File: src/rtl/fetch_pkg.sv
// fetch_pkg: shared entry type and fetch-side constants for the fetch queue
package fetch_pkg;
  typedef struct packed {
    logic [31:0] pc;
    logic [31:0] instr;
    logic        misalign;
  } fetch_entry_t;
  localparam logic [31:0] RESET_PC  = 32'h00003000;
  localparam logic [31:0] NOP_INSTR = 32'h00000000;
endpackage

File: src/rtl/fetch_queue.sv
// fetch_queue: fetch-to-decode circular buffer with flush; FETCH_QUEUE_BYPASS_EN adds empty-queue bypass
module fetch_queue
  import fetch_pkg::*;
#(
  parameter int DEPTH = 4,
  parameter int CW    = $clog2(DEPTH+1)
) (
  input  logic          clock,
  input  logic          reset,
  input  logic          flush,
  input  logic          in_valid,
  output logic          in_ready,
  input  logic [31:0]   in_pc,
  input  logic [31:0]   in_instr,
  output logic          out_valid,
  input  logic          out_ready,
  output logic [31:0]   out_pc,
  output logic [31:0]   out_pc4,
  output logic [31:0]   out_instr,
  output logic          out_misalign,
  output logic [CW-1:0] count,
  output logic          pc_hold
);
  localparam int AW = $clog2(DEPTH);
  fetch_entry_t mem [DEPTH];
  fetch_entry_t in_ent, head;
  logic [AW-1:0] wp, rp;
  logic [CW-1:0] cnt;
  logic bypass_sel, push, pop;
  assign in_ent = '{pc: in_pc, instr: in_instr, misalign: |in_pc[1:0]};
`ifdef FETCH_QUEUE_BYPASS_EN
  assign bypass_sel = (cnt == '0) & in_valid;
`else
  assign bypass_sel = 1'b0;
`endif
  assign head         = bypass_sel ? in_ent : mem[rp];
  assign in_ready     = cnt != CW'(DEPTH);
  assign pc_hold      = ~in_ready;
  assign out_valid    = ((cnt != '0) | bypass_sel) & ~flush;
  assign push         = in_valid & in_ready & ~flush & ~(bypass_sel & out_ready);
  assign pop          = out_valid & out_ready & ~bypass_sel;
  assign out_pc       = head.pc;
  assign out_pc4      = head.pc + 32'd4;
  assign out_instr    = head.instr;
  assign out_misalign = head.misalign;
  assign count        = cnt;
  always_ff @(posedge clock) begin
    if (reset) begin
      wp  <= '0;
      rp  <= '0;
      cnt <= '0;
      for (int i = 0; i < DEPTH; i++) mem[i] <= '{pc: '0, instr: NOP_INSTR, misalign: 1'b0};
    end else if (flush) begin
      wp  <= '0;
      rp  <= '0;
      cnt <= '0;
    end else begin
      if (push) begin
        mem[wp] <= in_ent;
        wp      <= wp + 1'b1;
      end
      if (pop) rp <= rp + 1'b1;
      cnt <= cnt + CW'(push) - CW'(pop);
    end
  end
endmodule

File: config.mk
export PLATFORM = sky130hd
export DESIGN_NAME = fetch_queue
export DESIGN_NICKNAME = d
export VERILOG_FILES = /design/src/rtl/fetch_pkg.sv /design/src/rtl/fetch_queue.sv
export SDC_FILE = /design/constraint.sdc
export NUM_CORES = 1
export LEC_CHECK = 0
export ABC_CLOCK_PERIOD_IN_PS = 8200
export CORE_ASPECT_RATIO = 1.4
export CORE_MARGIN = 2
export CORE_UTILIZATION = 33
export CTS_CLUSTER_DIAMETER = 60
export DETAILED_ROUTE_END_ITERATION = 16
export GPL_ROUTABILITY_DRIVEN = 1
export PLACE_DENSITY = 0.57
export RECOVER_POWER = 100
export SYNTH_ARGS = -nofsm -noshare
export SYNTH_HDL_FRONTEND = slang
export SYNTH_SLANG_ARGS = --single-unit
File: constraint.sdc
create_clock -name clock -period 8.2 [get_ports clock]
set_input_delay 0.82 -clock clock [delete_from_list [all_inputs] [get_ports clock]]
set_output_delay 0.82 -clock clock [all_outputs]
set_load 0.01 [all_outputs]
**Congestion heat map**

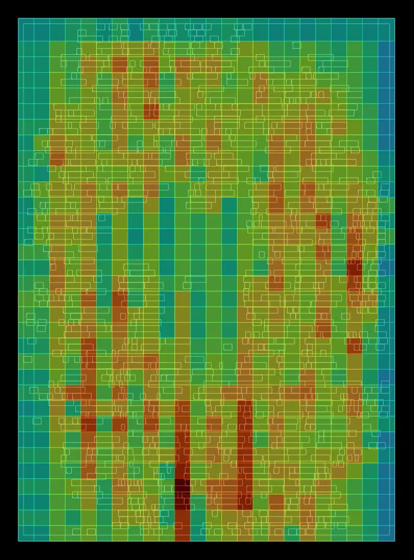
post-layout util: 0.413
routing usage on met2: 0.293

**Met4 routing**

(1.5 px per µm)
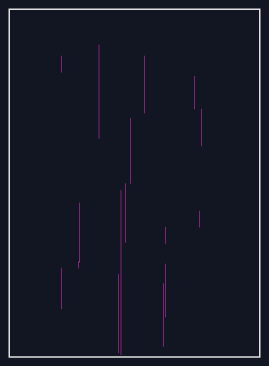
nets with wire on the layer: 6
share of all routed wire: 2.0%
wire length on this layer: 574 µm
longest straight run: 110 µm
main direction: vertical
via count: 6,685
drt total wl: 29,000 µm

**Routed clock nets over the placement**

(2 px per µm)
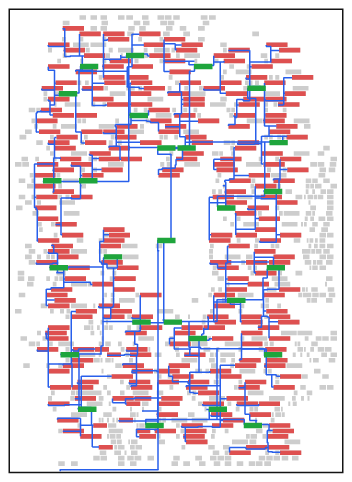
[green] clock drivers | count: 27
[red] flip-flops | count: 269
[blue] clock wires | length: 3,380 µm
routed clock nets: 28
flops lie: all over the die
Final Skew: 0.0121 ns
latest clock arrival within the worst-skew pair: 0.53 ns
Clk power: 1160 µW

==> run notes <==
The run has ended; figures from its reports follow.

In the final report, the number of hold violations comes to 0. The via density per instance came out at 4.74. STA classifies the critical path endpoint as an output port. The total power draw is 3000 µW. The share of layout cells above drive strength 1 is 0.119.

The worst hold slack after final layout came out at 0.528 ns. The number of global-route vias before repair is 7,266. The first-pass detailed-route iteration total came out at 4. The final antenna diode count is 1. The flop share of the area came out at 0.530. The transition time of the tightest slew-check pin is 3.54 ns. The flow ran to the end, but the final reports show violations. The floorplan core area came out at about 36,000 µm². The post-synth net total is 834. The highest achievable clock rate came out at 157 MHz. The fraction of synthesized cell area in xor and xnor cells is 0.0245. The signal on the critical path passes through clkbuf_1 > mux4_2 > nand4_1 > nor4_4 > nand4_1 > xnor2_1 > dlygate4sd3_1. The layout contains a multi-input combinational cell count of approximately 440. The sequential cell area fraction in the yosys report is 0.658. Once iteration 0 of detailed routing completed, the report listed roughly 290 DRC markers. The register cell area after layout is between 7000 and 8000 µm².

Among all cell classes, the greatest summed area belongs to registers. The number of sequential storage elements is 269. The fraction of area in clock buffers and inverters came out at 0.0540. The clock-pin slew on the worst setup and hold paths is approximately 0.060 ns. The most used routing layer is met2. The gate count of the mapped netlist came out at 761.

IR analysis of the VDD net gives a maximum drop of 0.125 mV. The startpoint of the lowest-slack register-to-register path is count[1]$_SDFF_PP0_. The initial utilization of the core area, before any placement, comes to 0.333. The yosys stat cell total came out at 761. The congestion estimate from routability-driven global placement came to between 0.7 and 0.8. The power density over the cells came out at 199 nW/µm². The clock root buffer master is sky130_fd_sc_hd__clkbuf_16. During tapcell insertion the tool placed 467 well taps.

The simple logic cell fraction of the synthesized area came out at 0.170. The die span in y is 231 µm. The post-layout net count came out at 999. The initial antenna violation count came to 1. Per the post-run analysis, buffers plus inverters along the critical path come to 2. Excluding fillers, the count of instances in the completed layout stands at roughly 1,400.

Among cell families on the critical path, the largest total delay comes from buffers and inverters. The tally of clock buffers in the finished layout is 36. The worst setup path is launched from a flop. Counting cells, the worst reg-to-reg path comes to 6. Setup repair after global routing left no endpoint under its margin. The depth of the critical timing path with buffers and inverters included is 7. The fraction of the cycle the final worst path needs came out at 0.775. The layout filler cell count came out at 3,381. The number of warnings the tools reported came out at 26. After layout, the worst setup slack is 1.85 ns.

The slack of the worst reg-to-reg path came out at 2.33 ns. The standard cell with the maximum stage delay on the critical path is sky130_fd_sc_hd__clkbuf_1. The placed wire-length estimate came out at 17,800 µm. By area, the combinational part of the netlist is dominated by simple AND/OR/NAND/NOR gates. The TritonCTS sink count came out at approximately 270.

During synthesis, Yosys emitted a total of 0 warnings. The startpoint of the lowest-slack hold path is rp[1]$_SDFFE_PP0P_. The first global-routing pass estimated 44,300 µm of wire.

The number of port buffers came out at 171. Per the synthesis report, the AND-OR/OR-AND share of the synthesized area is 0.00175. The chip area is between 30,000 and 40,000 µm². The setup-violating endpoint count in the final report is 0.

The endpoint with the worst hold slack is rp[1]$_SDFFE_PP0P_. The horizontal die dimension came out at 166 µm. The final reports fail on capacitance limit, slew limit. Counting along the longest clock path gives a buffer depth of 3. Measured on the final layout, buffering overhead outside the clock network stands at 0.117. For this run the aggregate overflow at the end of global routing stands at 0. 172 I/O pins were placed. The data required time at the worst endpoint came out at 7.38 ns. The final routed DRC violation total came out at 0. The number of cells upsized or downsized after cts came out at 0. Non-clock inverters in the final layout number 9. The mean cell area of the mapped netlist came out at roughly 16 µm². The CTS tree is done.

The count of plain and timing-repair buffers is about 180. The portion of synthesized area spent on multiplexers is 0.121. For this run, the chip area from Yosys synthesis comes to 12,100 µm². Hold analysis shows the worst path with a depth of 2. Summing every instance area after synthesis gives 12,100 µm². Of the total synthesized cell area, the portion taken by full adders, half adders and majority gates is 0.00474. Multi-input logic gates represent a cell area share of 0.258. The type of the worst min-delay path is flop to flop. The headroom to the max-slew limit came out at -1.36. The static leakage power came out at 0.00521 µW.

The number of placed instances, taps included came out at 1,364. The endpoint of the most critical register-to-register path is mem[0][62]$_SDFFCE_PN0P_. The capture point of the critical path was reported as out_pc4[24]. The signed area change from the synthesized netlist to the final layout is 24.2%. The number of distinct library cells after synthesis is 34. The met1 layer usage reported by global route came out at 0.174. The combinational gate area came out at just under 4000 µm². According to the floorplan log, the row count is about 83. Counting I/O delays and the setup requirement, the final critical path takes 6.35 ns. The final sum of negative setup slack came out at 0 ns.

The delay of the slowest cell on the worst path is about 1.8 ns. For this design, the CTS-stage hold fixing added 0 buffers. The largest fanout on the critical path came out at 35. For met3 alone, demand over resource in global routing was 0.0182. In this run the number of H-tree levels came out at 1.

The total global routing track utilization came out at 0.151. The count of nets left with antenna violations once routing finished came out at 0. The number of buffers inserted during clock tree synthesis came out at 27. The average detailed-routed wire length per instance came out at 20.5 µm. The most numerous cell type found on the critical path is sky130_fd_sc_hd__nand4_1.

The number of violations of the max-capacitance limit came out at 11. The number of setup buffers added after CTS is 0. The post-synth register bit count is 269. The largest net degree at the start of global routing is approximately 66. The pre-CTS setup slack came out at 3.49 ns.

Looking at the setup timing report, the critical path kind is flop to output port. Pins over their slew limit in the final report were tallied at 462. The data arrival time of the critical path came out at 5.53 ns.
**Placement density heat map**

(1 px per µm) The die is cut into 17 by 23 equal tiles; white is low, dark blue is high, 0 to 100% covered.
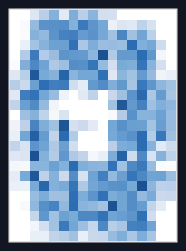
tiles over 75% full: 5.4%
nearly empty tiles: 14%
emptiest ninth of the die: centre
fullest tile: 87%
mean over tiles: 38%

**Supply network**

(2 px per µm) Pins as bars on the die edge.
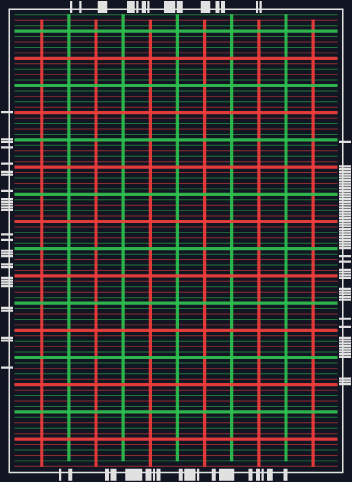
[red] VSS
[green] VDD
met1 rails: 84
signal pins: 172
met5 straps: 16

[report_power, final]
| part | internal, µW | switching [µW] | total (µW) |
|---|---|---|---|
| Sequential | 1570 | 16.1 | 1590 |
| Combinational | 121 | 129 | 250 |
| Clock | 658 | 501 | 1160 |
| Total | 2350 | 646 | 3000 |
[Yosys cell counts, drive strengths merged]
library cell	n	area, µm²
nand2	13	48.8
buf	15	95.1
nor2	13	48.8
nor2b	3	18.8
o21bai	1	7.51
edfxtp	260	7810
o21ai	1	5.00
dfxtp	9	180
nor3b	4	35.0
mux4	65	1460
inv	9	33.8
nand2b	2	12.5
and4	1	8.76
clkbuf	30	114
or2	3	18.8
and3	3	18.8
nor3	7	55.1
xnor2	29	254
and2	260	1630
nand4	9	83.8
a31o	1	8.76
nor4	1	21.3
ha	3	37.5
xor2	5	43.8
nand3	13	65.1
fa	1	20.0
[layer usage]
layer	vias up	routed length (µm)
met4	0	573
met2	133	16000
met3	35	912
li1	3104	-
met1	3413	11500
met5	-	0
[registers in the layout (all words and copies together) (netlist names), named ones only]
register and flops:
mem 260, rp 2, count 3, wp 2
[cells in the final DEF, fill, tap and decap left out, drive strengths merged, types with 4 or more instances in the layout]
cell,synthesis,routed
nor3b,4,4
nand2,13,13
nor2,13,13
clkdlybuf4s50,0,76
and2,260,260
dfxtp,9,9
dlygate4sd3,0,95
nand4,9,9
nand3,13,13
inv,9,9
mux4,65,65
xnor2,29,29
nor3,7,7
edfxtp,260,260
clkinv,0,7
xor2,5,5
clkbuf,30,43
[per-stage QoR]
stage,instance area (µm²),utilization
6_report,15100,0.413
5_1_grt,15100,0.413
4_1_cts,15200,0.416
3_5_place_dp,14400,0.394
3_3_place_gp,14400,0.394
2_1_floorplan,12100,-
No activity file was given, so power comes from the tool's default toggle rates.
